===== src/rtl/led_ctrl_pkg.sv =====
// Shared encodings for the LED animation controller: display modes, bounce
// direction and the synchronized control bundle.
package led_ctrl_pkg;

  localparam logic [1:0] MODE_PASS   = 2'd0;
  localparam logic [1:0] MODE_COUNT  = 2'd1;
  localparam logic [1:0] MODE_ROTATE = 2'd2;
  localparam logic [1:0] MODE_BOUNCE = 2'd3;

  localparam logic DIR_LEFT  = 1'b0;
  localparam logic DIR_RIGHT = 1'b1;

  typedef struct packed {
    logic [1:0] mode;
    logic       invert;
    logic       cntup;
    logic       start;
  } ctl_t;

endpackage


===== src/rtl/led_mode_ctrl_debounce.sv =====
// Start-button debouncer: the accepted level follows din only after din has differed
// from it for DB_CYCLES consecutive cycles; rise pulses the cycle after each 0->1 acceptance.
module debounce #(
  parameter int DB_CYCLES = 1000000
) (
  input  logic clk,
  input  logic rst,
  input  logic din,
  output logic rise
);

  localparam int            CW   = (DB_CYCLES > 1) ? $clog2(DB_CYCLES) : 1;
  localparam logic [CW-1:0] LAST = CW'(DB_CYCLES - 1);

  logic          level;
  logic [CW-1:0] cnt;

  // Returning to the accepted level at any point restarts the qualification window.
  always_ff @(posedge clk or posedge rst) begin
    if (rst) begin
      level <= 1'b0;
      cnt   <= '0;
      rise  <= 1'b0;
    end else begin
      rise <= 1'b0;
      if (din == level) begin
        cnt <= '0;
      end else if (cnt == LAST) begin
        level <= din;
        cnt   <= '0;
        rise  <= din;
      end else begin
        cnt <= cnt + 1'b1;
      end
    end
  end

endmodule


===== src/rtl/led_mode_ctrl.sv =====
// LED animation controller: pass-through, counter, rotate and bounce patterns stepped
// by a free-running tick divider; led is registered from the post-tick register values.
module led_mode_ctrl
  import led_ctrl_pkg::*;
#(
  parameter int LED_W     = 8,
  parameter int PB_W      = 7,
  parameter int CLKDIV    = 100000000,
  parameter int DB_CYCLES = 1000000
) (
  input  logic             clk,
  input  logic             rst,
  input  logic [1:0]       mode,
  input  logic             invert,
  input  logic [PB_W-1:0]  pb,
  input  logic             start,
  input  logic             cntup,
  output logic [LED_W-1:0] led,
  output logic             tick,
  output logic             running
);

  localparam int DW = $clog2(CLKDIV);
  localparam int PW = $clog2(LED_W);
  localparam int SW = $bits(ctl_t) + PB_W;

  localparam logic [DW-1:0] DIV_LAST = DW'(CLKDIV - 1);
  localparam logic [DW-1:0] DIV_PRE  = DW'(CLKDIV - 2);
  localparam logic [PW-1:0] POS_TOP  = PW'(LED_W - 1);
  localparam logic [PW-1:0] POS_TURN = PW'(LED_W - 2);
  localparam logic [PW-1:0] POS_ONE  = PW'(1);

  logic [SW-1:0]    sync1, sync2;
  ctl_t             ctl_s;
  logic [PB_W-1:0]  pb_s;

  logic [DW-1:0]    div;
  logic             start_rise;
  logic             adv;

  logic [LED_W-1:0] cnt, cnt_nxt;
  logic [LED_W-1:0] rot, rot_nxt;
  logic [PW-1:0]    pos, pos_nxt;
  logic             dir, dir_nxt;
  logic [LED_W-1:0] pat;

  // Every asynchronous input shares one two-stage synchronizer.
  always_ff @(posedge clk or posedge rst) begin
    if (rst) begin
      sync1 <= '0;
      sync2 <= '0;
    end else begin
      sync1 <= {mode, invert, cntup, start, pb};
      sync2 <= sync1;
    end
  end

  assign {ctl_s, pb_s} = sync2;

  // tick is registered but still coincides with the cycle in which div == CLKDIV-1.
  always_ff @(posedge clk or posedge rst) begin
    if (rst) begin
      div  <= '0;
      tick <= 1'b0;
    end else begin
      div  <= (div == DIV_LAST) ? '0 : div + 1'b1;
      tick <= (div == DIV_PRE);
    end
  end

  debounce #(
    .DB_CYCLES(DB_CYCLES)
  ) u_debounce (
    .clk (clk),
    .rst (rst),
    .din (ctl_s.start),
    .rise(start_rise)
  );

  always_ff @(posedge clk or posedge rst) begin
    if (rst) begin
      running <= 1'b0;
    end else if (start_rise) begin
      running <= ~running;
    end
  end

  assign adv = tick & running;

  // Only the register owned by the currently synchronized mode steps on a tick.
  always_comb begin
    cnt_nxt = cnt;
    rot_nxt = rot;
    pos_nxt = pos;
    dir_nxt = dir;
    if (adv) begin
      case (ctl_s.mode)
        MODE_COUNT: begin
          cnt_nxt = ctl_s.cntup ? cnt + 1'b1 : cnt - 1'b1;
        end
        MODE_ROTATE: begin
          rot_nxt = ctl_s.cntup ? {rot[LED_W-2:0], rot[LED_W-1]}
                                : {rot[0], rot[LED_W-1:1]};
        end
        MODE_BOUNCE: begin
          if (dir == DIR_LEFT) begin
            if (pos == POS_TOP) begin
              pos_nxt = POS_TURN;
              dir_nxt = DIR_RIGHT;
            end else begin
              pos_nxt = pos + 1'b1;
            end
          end else begin
            if (pos == '0) begin
              pos_nxt = POS_ONE;
              dir_nxt = DIR_LEFT;
            end else begin
              pos_nxt = pos - 1'b1;
            end
          end
        end
        default: begin
        end
      endcase
    end
  end

  always_ff @(posedge clk or posedge rst) begin
    if (rst) begin
      cnt <= '0;
      rot <= {{(LED_W-1){1'b0}}, 1'b1};
      pos <= '0;
      dir <= DIR_LEFT;
    end else begin
      cnt <= cnt_nxt;
      rot <= rot_nxt;
      pos <= pos_nxt;
      dir <= dir_nxt;
    end
  end

  // Pattern uses the next-state values so led moves on the same edge as the tick.
  always_comb begin
    pat = '0;
    case (ctl_s.mode)
      MODE_PASS: begin
        for (int i = 0; i < PB_W; i++) begin
          pat[i] = pb_s[i];
        end
        for (int i = PB_W; i < LED_W; i++) begin
          pat[i] = pb_s[PB_W-1];
        end
      end
      MODE_COUNT:  pat = cnt_nxt;
      MODE_ROTATE: pat = rot_nxt;
      MODE_BOUNCE: pat = {{(LED_W-1){1'b0}}, 1'b1} << pos_nxt;
      default:     pat = '0;
    endcase
  end

  always_ff @(posedge clk or posedge rst) begin
    if (rst) begin
      led <= '0;
    end else begin
      led <= ctl_s.invert ? ~pat : pat;
    end
  end

endmodule


===== config.mk =====
export PLATFORM = sky130hd
export DESIGN_NAME = led_mode_ctrl
export DESIGN_NICKNAME = d
export VERILOG_FILES = /design/src/rtl/led_ctrl_pkg.sv /design/src/rtl/led_mode_ctrl_debounce.sv /design/src/rtl/led_mode_ctrl.sv
export SDC_FILE = /design/constraint.sdc
export NUM_CORES = 1
export LEC_CHECK = 0
export CORE_UTILIZATION = 49
export CTS_CLUSTER_DIAMETER = 30
export CTS_CLUSTER_SIZE = 24
export DETAILED_ROUTE_END_ITERATION = 7
export GPL_TIMING_DRIVEN = 0
export HOLD_SLACK_MARGIN = 0.15
export PLACE_DENSITY_LB_ADDON = 0.3
export SYNTH_ARGS = -nofsm -noshare
export SYNTH_HDL_FRONTEND = slang
export SYNTH_HIERARCHICAL = 1
export SYNTH_SLANG_ARGS = --single-unit

===== constraint.sdc =====
create_clock -name clk -period 5.2 [get_ports clk]
set_clock_uncertainty 0.05 [all_clocks]
set_input_delay 0.78 -clock clk [delete_from_list [all_inputs] [get_ports clk]]
set_output_delay 0.78 -clock clk [all_outputs]
set_load 0.01 [all_outputs]

==> Slide: Implementation Results, run 1 <==
Physical Implementation Snapshot

Run status
  • Outcome: complete, no violations

Clock network
  • H-tree level count: 3
  • Post_cts resized: 0
  • Clock-pin slew on the worst setup and hold paths: 100 ps
  • Setup Buffers After CTS: 0
  • Max Root-Sink Buffers: 2

Yosys
  • Yosys Chip Area: 0.00519 mm²
  • Flops after synth: 103
  • Syn Area/Cell: 10.4 µm²
  • Top cells by area: dfrtp_1 49%, xor2_1 5.1%, nand2_1 3.5%
  • Asr flop ratio synth: 100%
  • Cell Type Count: 67
  • Post-synthesis sequential area ratio: 49.7%
  • Main flop type after synthesis: dfrtp_1
  • Top cells by count: 102 x dfrtp_1, 48 x nand2_1, 45 x nor2_1

Final layout
  • # diodes: 0
  • Nets: 560

Power and ir drop
  • Cell Pwr Density: 250 mW/mm²
  • Leak: 2.59 nW

Global routing
  • GR Util met3: 4.12%
  • GR peak layer: met2
  • Vias in the first global route: 3693

Final timing
  • Final slew viol count: 0
  • Unrepaired setup endpoints after global routing: false
  • Finish-stage setup viols: 0
  • F_max: 357 MHz
  • TNS Setup: 0 ps
  • Worst hold slack: 304 ps
  • Worst slew margin: 42.4%

Worst setup path
  • CP peak stage delay: 470 ps
  • Slowest stage cell, crit path: dfrtp_1
  • Worst EP required: 5380 ps
  • Crit. End Element: register

Floorplan
  • Core Box Area: 0.0103 mm²
  • Rows: 37
  • I/O pin count: 24

Placed design
  • Buffers on Ports: 23

Routing
  • Remaining antenna violation count: 0
  • WL/cell: 14.8 µm
  • DR iter-0 viols: 188
  • DRT Wirelength: 9920 µm

Worst hold path
  • Hold Path Class: reg -> reg
-- run 1: critical path, delay by kind of cell, from the launching register on --
family / cells / cell delay [ps]
AOI/OAI and AO/OA: 4 / 690
buffers and inverters: 2 / 560
DFF: 1 / 470
adders and majority gates: 1 / 390
and+or+nand+nor: 1 / 310
xor gates and xnor gates: 1 / 170
-- run 1: where the power goes --
part / switching (mW) / leakage (nW) / internal [mW]
clock network: 0.277 / 0.110 / 0.273
registers: 0.00799 / 1.34 / 0.818
logic: 0.0466 / 1.14 / 0.0384
-- run 1: state kept, by name, summed over array words and instances, names as in the netlist --
name and cells:
u_debounce/level 1, pos 3, tick 1, running 1, u_debounce/cnt 20, sync2 12
u_debounce/rise 1, led 8, sync1 12, cnt 8, dir 1, rot 8
div 27
-- run 1: metal layers --
metal	part of all wire [%]	vias up
li1	-	1836
met1	47	1800
met2	48	72
met3	3.3	15
met4	1.6	0
met5	0	-
-- run 1: kinds of logic after synthesis --
group           Yosys count  share of synthesized area, %
simple gates            198                          21.4
flops                   103                          49.7
fa+ha+maj                14                          3.52
xor+xnor                 48                          8.11
compound gates           88                          11.4
mux                      15                          3.02
buf+inv                  31                          2.89
-- run 1: area by class of cell --
type                       instances  area, µm²
clock inverter                     6       91.3
buffer                            13       82.6
fill                             899       4450
inverter                          18       70.1
clock buffer                       9        124
timing repair buffer              24        258
tap                              136        170
multi-input combinational        363       2460
sequential                       103       2580
-- run 1: stage by stage --
| stage | area, µm² | utilization, % | std cells | setup slack [ps] |
|---|---|---|---|---|
| CTS | 5830 | 56.7 | 672 | 2410 |
| finish | 5830 | 56.7 | 672 | 2400 |
| floorplan | 5190 | - | 497 | 2290 |
| detailed placement | 5620 | 54.7 | 657 | 2460 |
| global placement | 5590 | 54.4 | 656 | 1070 |
| global route | 5830 | 56.7 | 672 | 2190 |
-- run 1: cells in the final DEF, fill, tap and decap left out, types with 16 or more instances in the layout --
cell               n
a21oi_1           24
clkdlybuf4s50_1   23
dfrtp_1          102
inv_1             17
nand2_1           48
nand3_1           16
nor2_1            45
o21ai_0           18
xnor2_1           18
xor2_1            30
-- run 1: final timing paths --
| kind | end | slack (ps) | depth (start not counted) |
|---|---|---|---|
| setup / recovery | led[6] | 2400 | 9 |
| hold / removal | sync2[3] | 300 | 0 |
| setup reg to reg | led[6] | 2400 | 9 |
| hold reg to reg | sync2[3] | 300 | 0 |
| max in group asynchronous | u_debounce/cnt[10] | 3650 | 2 |
| min in group asynchronous | div[20] | 640 | 2 |
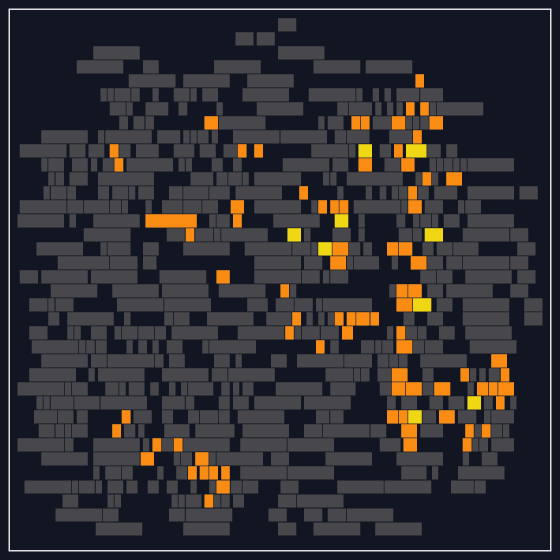
Figure 1: run 1, logic cells by family.
orange -> aoi and oai cells  # cells 79
yellow -> non-inverting ao/oa cells  # cells 9

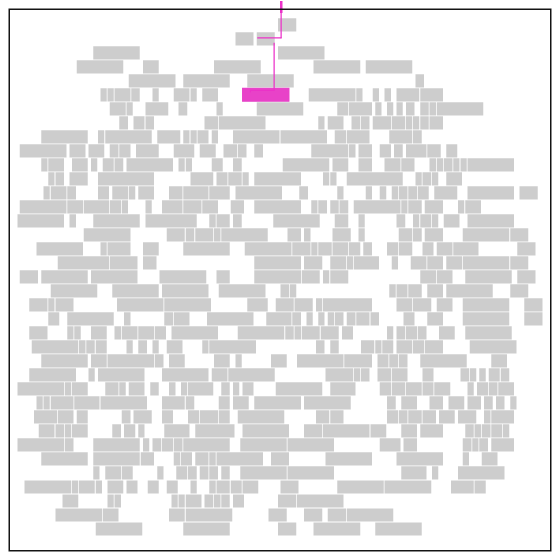
Figure 2: run 1, nets reached from selected ports.
magenta -> cntup  # bits 1, direction input, edge top, end cells 1, buffers 1, wire 23.9 µm

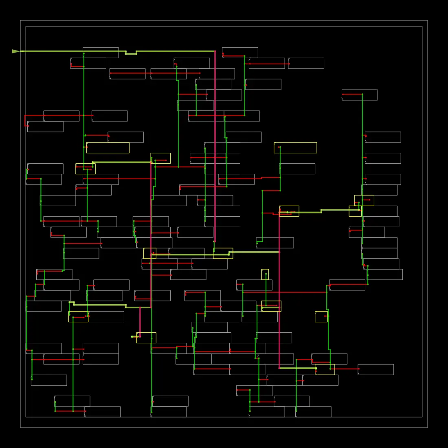
Figure 3: run 1, clock nets.
clock network power: 549 µW
Clock Sinks: 103
Inserted Clock Buffers: 9
clock latency on the worst-skew pair: 380 ps
Flop Count: 103

--- run 2 (diff from run 1) ---
==> constraint.sdc (replaced) <==
create_clock -name clk -period 2.5 [get_ports clk]
set_clock_uncertainty 0.05 [all_clocks]
set_input_delay 0.375 -clock clk [delete_from_list [all_inputs] [get_ports clk]]
set_output_delay 0.375 -clock clk [all_outputs]
set_load 0.01 [all_outputs]
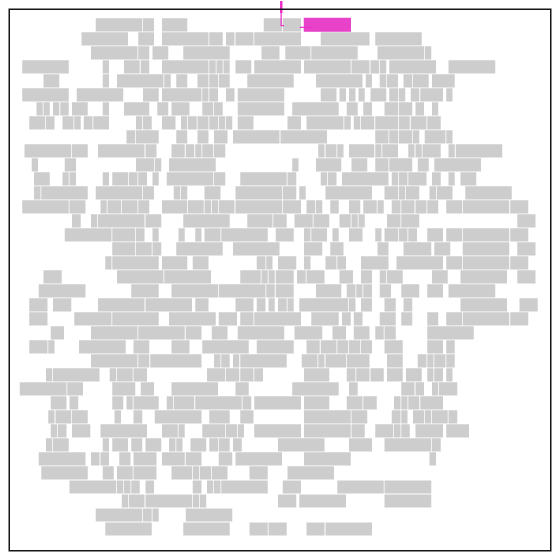
Figure 4: run 2, nets reached from selected ports.
magenta -> cntup  # bits 1, direction input, edge top, end cells 1, buffers 1, wire 5.60 µm

==> Slide: Implementation Results, run 2 <==
Physical Implementation Snapshot

Run status
  • Outcome: complete, no violations

Yosys
  • Top cells by count: 102 x dfrtp_1, 48 x nand2_1, 45 x nor2_1
  • Yosys Chip Area: 0.00519 mm² (unchanged)
  • Syn Area/Cell: 10.4 µm² (unchanged)
  • Asr flop ratio synth: 100% (unchanged)
  • Top cells by area: dfrtp_1 49%, xor2_1 5.1%, nand2_1 3.5%
  • Post-synthesis sequential area ratio: 49.7% (unchanged)
  • Flops after synth: 103 (unchanged)
  • Main flop type after synthesis: dfrtp_1
  • Cell Type Count: 67 (unchanged)

Final layout
  • Final Instance Area: 0.00595 mm² (+2.1%)
  • # diodes: 0 (unchanged)
  • FF+latch area: 0.00258 mm² (about the same)
  • Top flop regs: div (27), u_debounce/cnt (20)
  • Final Non-Filler Cells: 679 (+1.0%)
  • Most numerous logic cells after layout: 101 x dfrtp_1, 48 x nand2_1, 45 x nor2_1
  • Nets: 566 (+1.1%)
  • Filler cells: 895 (-0.44%)
  • Logic area: 0.00254 mm² (+3.4%)
  • Most flop-heavy register: div
  • Largest register FFs: 27 (unchanged)
  • Layout Utilization: 57.9% (+1.2 points)
  • Area delta synth->final: 14.8%
  • Most frequent logic cell in the layout: dfrtp_1

Power and ir drop
  • Cell Pwr Density: 487 mW/mm² (+94%)
  • Leak: 2.59 nW (about the same)

Final timing
  • Worst slew margin: 43.3% (+0.91 points)
  • Final worst setup slack: 74.7 ps (-2320 ps)

Routing
  • Remaining antenna violation count: 0 (unchanged)
  • WL/cell: 15.2 µm (+2.9%)
  • DRT Wirelength: 10300 µm (+4.0%)
  • DR iter-0 viols: 178 (-5.3%)

Floorplan
  • Rows: 37 (unchanged)
  • I/O pin count: 24 (unchanged)
  • Core Box Area: 0.0103 mm² (unchanged)

Clock network
  • Inserted Clock Buffers: 9 (unchanged)
  • H-tree level count: 3 (unchanged)
  • Clock-pin slew on the worst setup and hold paths: 100 ps (about the same)

Placed design
  • Buffers on Ports: 23 (unchanged)
  • Placed Instances: 658 (+0.15%)
  • RePlAce Congestion: 0.868
  • Worst slack, placed: -218 ps (-2680 ps)

Global routing
  • Vias in the first global route: 3785 (+2.5%)
  • GR peak layer: met2

Worst hold path
  • Hold Path Class: reg -> reg

Worst setup path
  • Worst EP required: 2690 ps (-2690 ps)
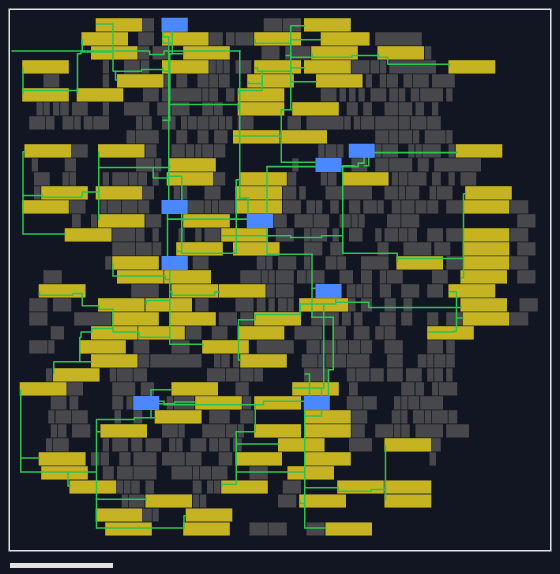
Figure 5: run 2, clock wires, drivers and flops.
Bar = 20 µm.
blue -> clock-net drivers  # count 9
yellow -> flip-flops  # count 103
green -> clock wires  # length 1180 µm
routed clock nets = 10
clock latency on the worst-skew pair: 360 ps
Clock power frac: 33.9%
clock network power: 983 µW

run 2: netlist changes by cell type in the layout (fill, tap and decap cells not counted), sizes merged:
cell,before,now
inv,21,16
clkinv,1,3
buf,12,18
clkinvlp,0,3
clkbuf,11,14
bufinv,2,0
run 2: worst paths after layout:
path                          start                end  slack [ps]  depth (start not counted)
setup / recovery           sync2[8]             led[3]          70                         10
max in group asynchronous       rst  u_debounce/cnt[3]        1370                          2
hold / removal             sync1[0]           sync2[0]         300                          0
min in group asynchronous       rst            div[20]         320                          2
hold reg to reg            sync1[0]           sync2[0]         300                          0
setup reg to reg           sync2[8]             led[3]          70                         10
run 2: cell type report:
cell class	instances	area share, %
repair buffers	30	5.17
clock inverters	4	0.505
inverters	18	1.26
multi-input cells	363	42.7
flip-flops and latches	103	43.3
plain buffers	13	1.56
clock buffers	12	2.61
well taps	136	2.86
run 2: routing by layer:
layer	share of wire, %	wire (µm)
met4	1.6	170
met2	51	5250
met1	44	4540
met5	0	0
met3	3.4	351
run 2: power breakdown:
part           internal, mW  switching (mW)
sequential             1.70          0.0178
combinational        0.0921           0.103
clock                 0.419           0.564
total                  2.21           0.684
run 2: cell families (layout without fill, tap and decap cells):
kind of cell	after synthesis	count (layout)	synth area share (%)
buf+inv	31	77	2.89
compound gates	88	88	11.4
fa+ha+maj	14	14	3.52
mux	15	15	3.02
flops	103	103	49.7
simple gates	198	198	21.4
xor+xnor	48	48	8.11
run 2: repair_timing:
action / CTS / global route
resized: 6 / 12
buffers inserted: 1 / 4
hold endpoints to repair: 0 / 0
endpoints found under the setup margin: 5 / 4
run 2: per-stage QoR:
stage / hold slack, ps / total power, mW
5_1_grt: 312 / 3.01
2_1_floorplan: 281 / 1.85
3_3_place_gp: 282 / 1.92
6_report: 304 / 2.90
4_1_cts: 307 / 2.91
3_5_place_dp: 285 / 1.93
run 2: critical path, stage by stage (launching register included):
cell	delay [ps]
dfrtp_2	440
buf_8	170
clkinvlp_4	90
buf_4	170
ha_4	250
a21o_1	170
a21oi_1	200
mux2i_1	250
and3_1	210
o22ai_1	120
xor2_1	170
Power is estimated from default activity; no workload was simulated.
